File: src/rtl/psum_pkg.sv
// Shared definitions for the PE partial-sum scratchpad controller:
// default widths, saturation limits and the controller state encoding.
package psum_pkg;

   localparam int PSUM_DATA_W = 8;
   localparam int PSUM_ADDR_W = 6;

   localparam logic [PSUM_DATA_W-1:0] PSUM_SAT_MAX = 8'h7F;
   localparam logic [PSUM_DATA_W-1:0] PSUM_SAT_MIN = 8'h80;

   typedef enum logic [2:0] {
      ST_IDLE    = 3'd0,
      ST_ACC_RD  = 3'd1,
      ST_ACC_WR  = 3'd2,
      ST_DRN_RD  = 3'd3,
      ST_DRN_CAP = 3'd4,
      ST_DRN_OUT = 3'd5
   } psum_state_t;

endpackage

File: src/rtl/psum_spad_ctrl_adder.sv
// Combinational partial-sum adder: modulo-2^DATA_W wrap, or signed
// two's-complement saturation when SATURATE is set.
module psum_adder #(
   parameter int DATA_W   = 8,
   parameter bit SATURATE = 1'b0
) (
   input  logic [DATA_W-1:0] a,
   input  logic [DATA_W-1:0] b,
   output logic [DATA_W-1:0] sum
);

   logic [DATA_W-1:0] raw;
   assign raw = a + b;

   generate
      if (SATURATE) begin : g_sat
         // Overflow only when both operands share a sign the result lost.
         logic ovf;
         assign ovf = (a[DATA_W-1] == b[DATA_W-1]) && (raw[DATA_W-1] != a[DATA_W-1]);
         assign sum = !ovf          ? raw :
                      a[DATA_W-1]   ? {1'b1, {(DATA_W-1){1'b0}}} :
                                      {1'b0, {(DATA_W-1){1'b1}}};
      end else begin : g_wrap
         assign sum = raw;
      end
   endgenerate

endmodule

File: src/rtl/psum_spad_ctrl.sv
// Partial-sum scratchpad controller: read-modify-write accumulation of
// incoming products and valid/ready drain of a contiguous entry range.
module psum_spad_ctrl
   import psum_pkg::*;
#(
   parameter int DATA_W   = PSUM_DATA_W,
   parameter int ADDR_W   = PSUM_ADDR_W,
   parameter bit SATURATE = 1'b0
) (
   input  logic              clk,
   input  logic              rst,
   input  logic              in_valid,
   output logic              in_ready,
   input  logic [DATA_W-1:0] in_data,
   input  logic [ADDR_W-1:0] in_addr,
   input  logic              in_first,
   input  logic              drain_start,
   input  logic [ADDR_W-1:0] drain_len,
   output logic              out_valid,
   input  logic              out_ready,
   output logic [DATA_W-1:0] out_data,
   output logic [ADDR_W-1:0] out_addr,
   output logic              out_last,
   output logic              busy,
   output logic              done,
   output logic              spad_rd,
   output logic              spad_wr,
   output logic [ADDR_W-1:0] spad_addr,
   output logic [DATA_W-1:0] spad_wdata,
   input  logic [DATA_W-1:0] spad_rdata
);

   psum_state_t       state_reg;
   logic [ADDR_W-1:0] addr_reg;
   logic [DATA_W-1:0] data_reg;
   logic [ADDR_W-1:0] len_reg;
   logic [ADDR_W-1:0] ptr_reg;
   logic [DATA_W-1:0] out_data_reg;
   logic [ADDR_W-1:0] out_addr_reg;
   logic              out_last_reg;
   logic              done_reg;
   logic [DATA_W-1:0] sum;
   logic              idle;
   logic              in_fire;

   psum_adder #(
      .DATA_W   (DATA_W),
      .SATURATE (SATURATE)
   ) u_adder (
      .a   (spad_rdata),
      .b   (data_reg),
      .sum (sum)
   );

   // The reset term keeps in_ready low while rst is held, not just after it.
   assign idle      = (state_reg == ST_IDLE) && !rst;
   assign in_ready  = idle && !drain_start;
   assign in_fire   = in_valid && in_ready;
   assign out_valid = (state_reg == ST_DRN_OUT);
   assign busy      = (state_reg != ST_IDLE);
   assign done      = done_reg;
   assign out_data  = out_data_reg;
   assign out_addr  = out_addr_reg;
   assign out_last  = out_last_reg;

   always_comb begin
      spad_rd    = 1'b0;
      spad_wr    = 1'b0;
      spad_addr  = '0;
      spad_wdata = '0;
      case (state_reg)
         ST_IDLE: begin
            if (in_fire) begin
               spad_addr = in_addr;
               if (in_first) begin
                  spad_wr    = 1'b1;
                  spad_wdata = in_data;
               end else begin
                  spad_rd = 1'b1;
               end
            end
         end
         ST_ACC_WR: begin
            spad_wr    = 1'b1;
            spad_addr  = addr_reg;
            spad_wdata = sum;
         end
         ST_DRN_RD: begin
            spad_rd   = 1'b1;
            spad_addr = ptr_reg;
         end
         default: ;
      endcase
   end

   always_ff @(posedge clk or posedge rst) begin
      if (rst) begin
         state_reg    <= ST_IDLE;
         addr_reg     <= '0;
         data_reg     <= '0;
         len_reg      <= '0;
         ptr_reg      <= '0;
         out_data_reg <= '0;
         out_addr_reg <= '0;
         out_last_reg <= 1'b0;
         done_reg     <= 1'b0;
      end else begin
         done_reg <= 1'b0;
         case (state_reg)
            ST_IDLE: begin
               if (drain_start) begin
                  len_reg   <= drain_len;
                  ptr_reg   <= '0;
                  state_reg <= ST_DRN_RD;
               end else if (in_valid && !in_first) begin
                  addr_reg  <= in_addr;
                  data_reg  <= in_data;
                  state_reg <= ST_ACC_WR;
               end
            end
            ST_ACC_WR: state_reg <= ST_IDLE;
            ST_DRN_RD: state_reg <= ST_DRN_CAP;
            ST_DRN_CAP: begin
               out_data_reg <= spad_rdata;
               out_addr_reg <= ptr_reg;
               out_last_reg <= (ptr_reg == len_reg);
               state_reg    <= ST_DRN_OUT;
            end
            ST_DRN_OUT: begin
               if (out_ready) begin
                  if (out_last_reg) begin
                     done_reg  <= 1'b1;
                     state_reg <= ST_IDLE;
                  end else begin
                     ptr_reg   <= ptr_reg + 1'b1;
                     state_reg <= ST_DRN_RD;
                  end
               end
            end
            default: state_reg <= ST_IDLE;
         endcase
      end
   end

endmodule
File: config.mk
export PLATFORM = sky130hd
export DESIGN_NAME = psum_spad_ctrl
export DESIGN_NICKNAME = d
export VERILOG_FILES = /design/src/rtl/psum_pkg.sv /design/src/rtl/psum_spad_ctrl_adder.sv /design/src/rtl/psum_spad_ctrl.sv
export SDC_FILE = /design/constraint.sdc
export NUM_CORES = 1
export LEC_CHECK = 0
export ABC_AREA = 1
export CAP_MARGIN = 10
export CORE_MARGIN = 3
export CORE_UTILIZATION = 50
export CTS_BUF_LIST = sky130_fd_sc_hd__clkbuf_4
export DETAILED_ROUTE_END_ITERATION = 7
export HOLD_SLACK_MARGIN = 0.05
export PLACE_DENSITY_LB_ADDON = 0.25
export SYNTH_ARGS = -nofsm -noshare
export SYNTH_HDL_FRONTEND = slang
export SYNTH_HIERARCHICAL = 1
export SYNTH_SLANG_ARGS = --single-unit
File: constraint.sdc
create_clock -name clk -period 2.8 [get_ports clk]
set_input_delay 0.28 -clock clk [delete_from_list [all_inputs] [get_ports clk]]
set_output_delay 0.28 -clock clk [all_outputs]
set_load 0.02 [all_outputs]
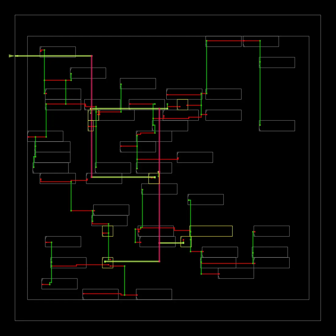
run_1/clocks.png
Fin Clk Skew: 19.0 ps
clock buffer count: 5
CTS Buf Count: 5
clk pwr: 0.400 mW

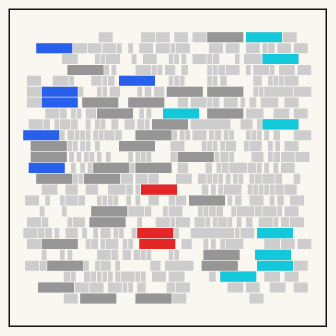
run_1/flops_by_reg.png
Drawn at 4 px/micron. Other sequential cells in the stronger gray, the rest of the logic in the fainter gray.
| signal | color | flops |
|---|---|---|
| `out_data` | cyan | 8 |
| `out_addr` | blue | 6 |
| `state_reg` | red | 3 |
not colored: 28

==> run notes, run 1 <==
run metrics: run status=finished clean, Signal inverters=29, fin nets=446, Comb pwr share=54.7%, drc violations=0, Max Root-Sink Buffers=2, CP Max Fanout=3, Yosys Instances=335, number of global-route vias before repair=2432, WS Path Type=flop to primary output, unrepaired setup endpoints after global routing=no, cells after synthesis=335, H-tree Lvls=2, Power Combinational=1.74 mW, CP startpoint kind=flop, clk latency late pin=360 ps, Top pwr grp=combinational cells, post-CTS setup buffer count=0, FMAX=374 MHz, drt pass-1 iters=4, PostCTS Resize Cnt=2, leakage power=1.72 nW, Mapped Area=2660 sq um, root buffer cell=clkbuf_4, cell seen most often among critical-path stages=nand2_1, Hold Crit Class=input port to async pin, Max Cap Viol=0, first-pass GRT wire length=11300 microns, Yosys Chip Area=2660 sq um
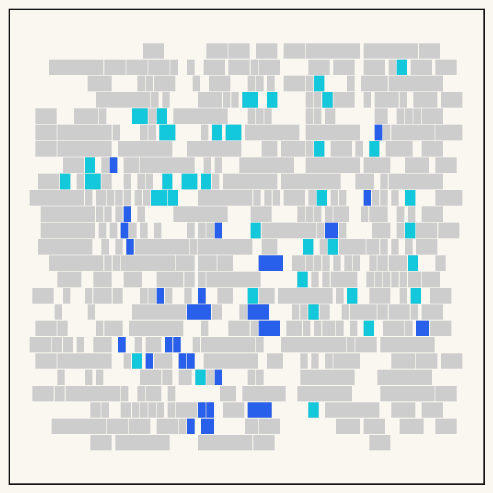
run_1/logic_types.png
Drawn at 6 px/micron.
| family | color | cells |
|---|---|---|
| nor cells | blue | 27 |
| aoi and oai cells | cyan | 36 |

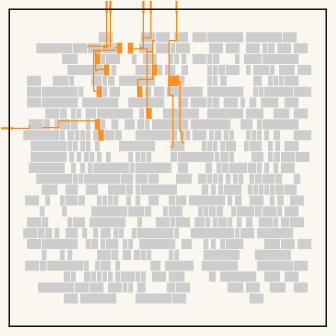
run_1/io_fan.png
Drawn at 4 px/micron.
| port | color | direction | edge | end cells | wire |
|---|---|---|---|---|---|
| `in_addr` | orange | input | 5 north, 1 west | 12 | 190 microns |

-- run 1: final timing paths --
kind,from,to,slack [ps],cells past startpoint
setup / recovery,data_reg[2],spad_wdata[5],130,8
hold reg to reg,out_addr[3],out_addr[3],510,2
min in group clk,drain_len[2],len_reg[2],460,3
hold / removal,rst,out_last,270,2
setup reg to reg,state_reg[0],out_data[5],1020,3
max in group asynchronous,rst,addr_reg[1],1790,3
-- run 1: metal layers --
metal  wire, microns  global-route usage [%]  vias to the layer above
li1                -                       -                     1198
met2            3410                    41.9                       65
met5               0                       0                        -
met1            2800                    27.4                     1132
met4              70                    5.67                        0
met3             369                    5.22                        6
-- run 1: metrics by stage --
| step | instances | setup slack (ps) | hold slack (ps) | total power, mW |
|---|---|---|---|---|
| floorplan | 335 | 889 | 397 | 2.16 |
| global placement | 463 | -6.59 | 480 | 2.74 |
| detailed placement | 463 | -65.5 | 480 | 2.81 |
| CTS | 471 | 80.9 | 271 | 3.20 |
| global route | 471 | 12.0 | 280 | 3.44 |
| finish | 471 | 127 | 272 | 3.18 |
-- run 1: cells by family after synthesis --
logic type / Yosys count / synth area share (%)
simple gates: 180 / 29.9
mux: 12 / 5.08
fa+ha+maj: 9 / 4.52
xor+xnor: 12 / 4.66
flops: 45 / 42.4
compound gates: 36 / 7.44
buf+inv: 41 / 6.07
-- run 1: layout by cell type, fill, tap and decap left out, drive strengths merged --
master,n
clkinvlp,1
o21ai,27
nand3b,2
dlygate4sd2,1
inv,27
buf,5
clkbuf,6
clkdlybuf4s50,64
xor2,4
nor3,2
a21oi,2
clkinv,3
mux2,12
xnor2,8
nand2,130
ha,8
dfrtp,45
o21bai,1
nand3,18
nor2,25
dlymetal6s2s,2
or2,3
fa,1
a22oi,6
bufinv,1
## Run 2: what changed since run 1
--- a/config.mk
+++ b/config.mk
@@ -16,4 +16,3 @@
 export SYNTH_ARGS = -nofsm -noshare
 export SYNTH_HDL_FRONTEND = slang
-export SYNTH_HIERARCHICAL = 1
 export SYNTH_SLANG_ARGS = --single-unit
==> constraint.sdc (replaced) <==
create_clock -name clk -period 2.8 [get_ports clk]
set_input_delay 0.28 -clock clk [delete_from_list [all_inputs] [get_ports clk]]
set_output_delay 0.28 -clock clk [all_outputs]
set_load 0.05 [all_outputs]
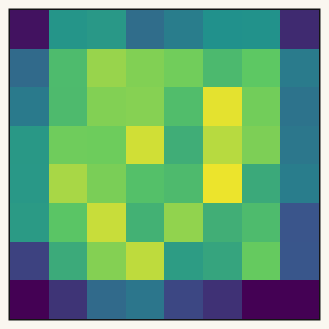
run_2/cell_density.png
Drawn at 4 px/micron. 8 x 8 tiles, from dark purple (low) to yellow (high), 0 to 100% covered.
densest ninth of the die: center
tiles over 75% full: 31%
fullest tile: 97%
nearly empty tiles: 4.7%

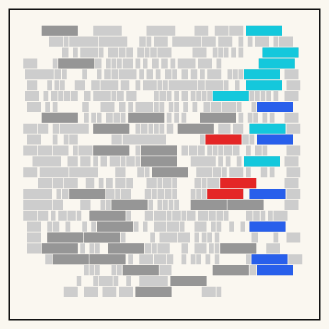
run_2/flops_by_reg.png
Drawn at 4 px/micron. Other sequential cells in the stronger gray, the rest of the logic in the fainter gray.
| signal | color | flops |
|---|---|---|
| `out_addr` | blue | 6 |
| `state_reg` | red | 3 |
| `out_data` | cyan | 8 |

==> run 2 against run 1 <==
Compared with the run above: sequential share of layout area up 0.10 points; power is 20% higher; die size is 4.1% lower; maximum frequency up 6.2%; critical endpoint is now spad_addr[2]; largest cell class unchanged; largest power group unchanged.
==> run notes, run 2 <==
run metrics: run status=finished clean, Max Cap Viol=0 (unchanged), Mapped Area=2540 sq um (-4.4%), root buffer cell=clkbuf_4, met3 WL post-DR=515 microns (+40%), number of global-route vias before repair=2349 (-3.4%), GRT met2 Usage=37.1% (-4.8 points), leakage power=1.72 nW (about the same), worst-case reg-to-reg path depth=8 (+5), final hold slack=447 ps (+175 ps), CTS Buf Count=5 (unchanged), drt pass-1 iters=4 (unchanged), Non-Filler Instances=466 (-1.1%), WS Path Type=flop to primary output, GR Util met3=4.23% (-0.99 points), Hold Crit Class=input port to flop, most numerous logic cells after layout=nand2_1, clkdlybuf4s50_1, dfrtp_1, Comb pwr share=62.7% (+8.0 points), min setup slack post-route=284 ps (+157 ps), Fin Clk Skew=9.99 ps (-9.05 ps), M1 GR Usage=29.3% (+1.9 points), CP startpoint kind=flop, worst r2r dst=addr_reg[2], DP Cell Count=458 (-1.1%), cells after synthesis=329 (-1.8%), Yosys Chip Area=2540 sq um (-4.4%), Hold Crit Depth=3
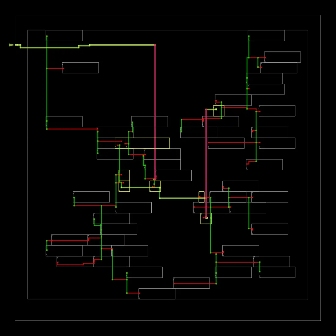
run_2/clocks.png
CTS sink count: 45
clk latency late pin: 350 ps
clock buffer count: 6
clk pwr: 0.392 mW

==> run 2: netlist changes by cell type after synthesis, sizes merged, moves of 6 or more <==
cell,previous run,this run
a21o,0,6
inv,28,36
a22oi,6,0
o22ai,0,7
nor2,25,13
nand2,130,124
mux2,12,0
==> run 2: cells by family after synthesis <==
| kind of cell | Yosys count | share of synthesized area (%) |
|---|---|---|
| AND-OR/OR-AND | 48 | 10.5 |
| XOR/XNOR | 10 | 3.45 |
| flip-flops | 45 | 44.3 |
| buffers and inverters | 46 | 7.78 |
| adder cells (fa/ha/maj) | 9 | 4.73 |
| AND/OR/NAND/NOR | 171 | 29.2 |
==> run 2: area by class of cell <==
class                   count  area share (%)
multi-input cells         238            35.0
flip-flops and latches     45            32.4
clock inverters             2           0.973
clock buffers               6            1.30
repair buffers             72            24.0
well taps                  67            2.41
inverters                  36            3.89
==> run 2: critical path: stages (launching register included) <==
cell,delay [ps]
dfrtp_1,420
inv_1,100
nand2_1,80
nor2_2,110
nand2_2,200
nor3_2,420
buf_4,240
a21o_1,170
buf_12,150
==> run 2: worst max path at each step <==
stage                  start            end  slack (ps)  cells past startpoint
2_1_floorplan   state_reg[2]        spad_rd         510                      8
3_3_place_gp   spad_rdata[0]  spad_wdata[6]         480                     11
3_5_place_dp   spad_rdata[0]  spad_wdata[6]         420                     11
4_1_cts         state_reg[2]   spad_addr[2]         270                      8
5_1_grt         state_reg[2]   spad_addr[2]         110                      8
6_report        state_reg[2]   spad_addr[2]         280                      8
==> run 2: power by group through the flow <==
stage	Clock, mW	Sequential [mW]	Combinational, mW
detailed placement	0	1.05	2.39
finish	0.392	1.03	2.40
global route	0.425	1.06	2.59
floorplan	0	1.25	1.31
CTS	0.397	1.03	2.40
global placement	0	1.04	2.34
Power and IR drop assume default switching activity.
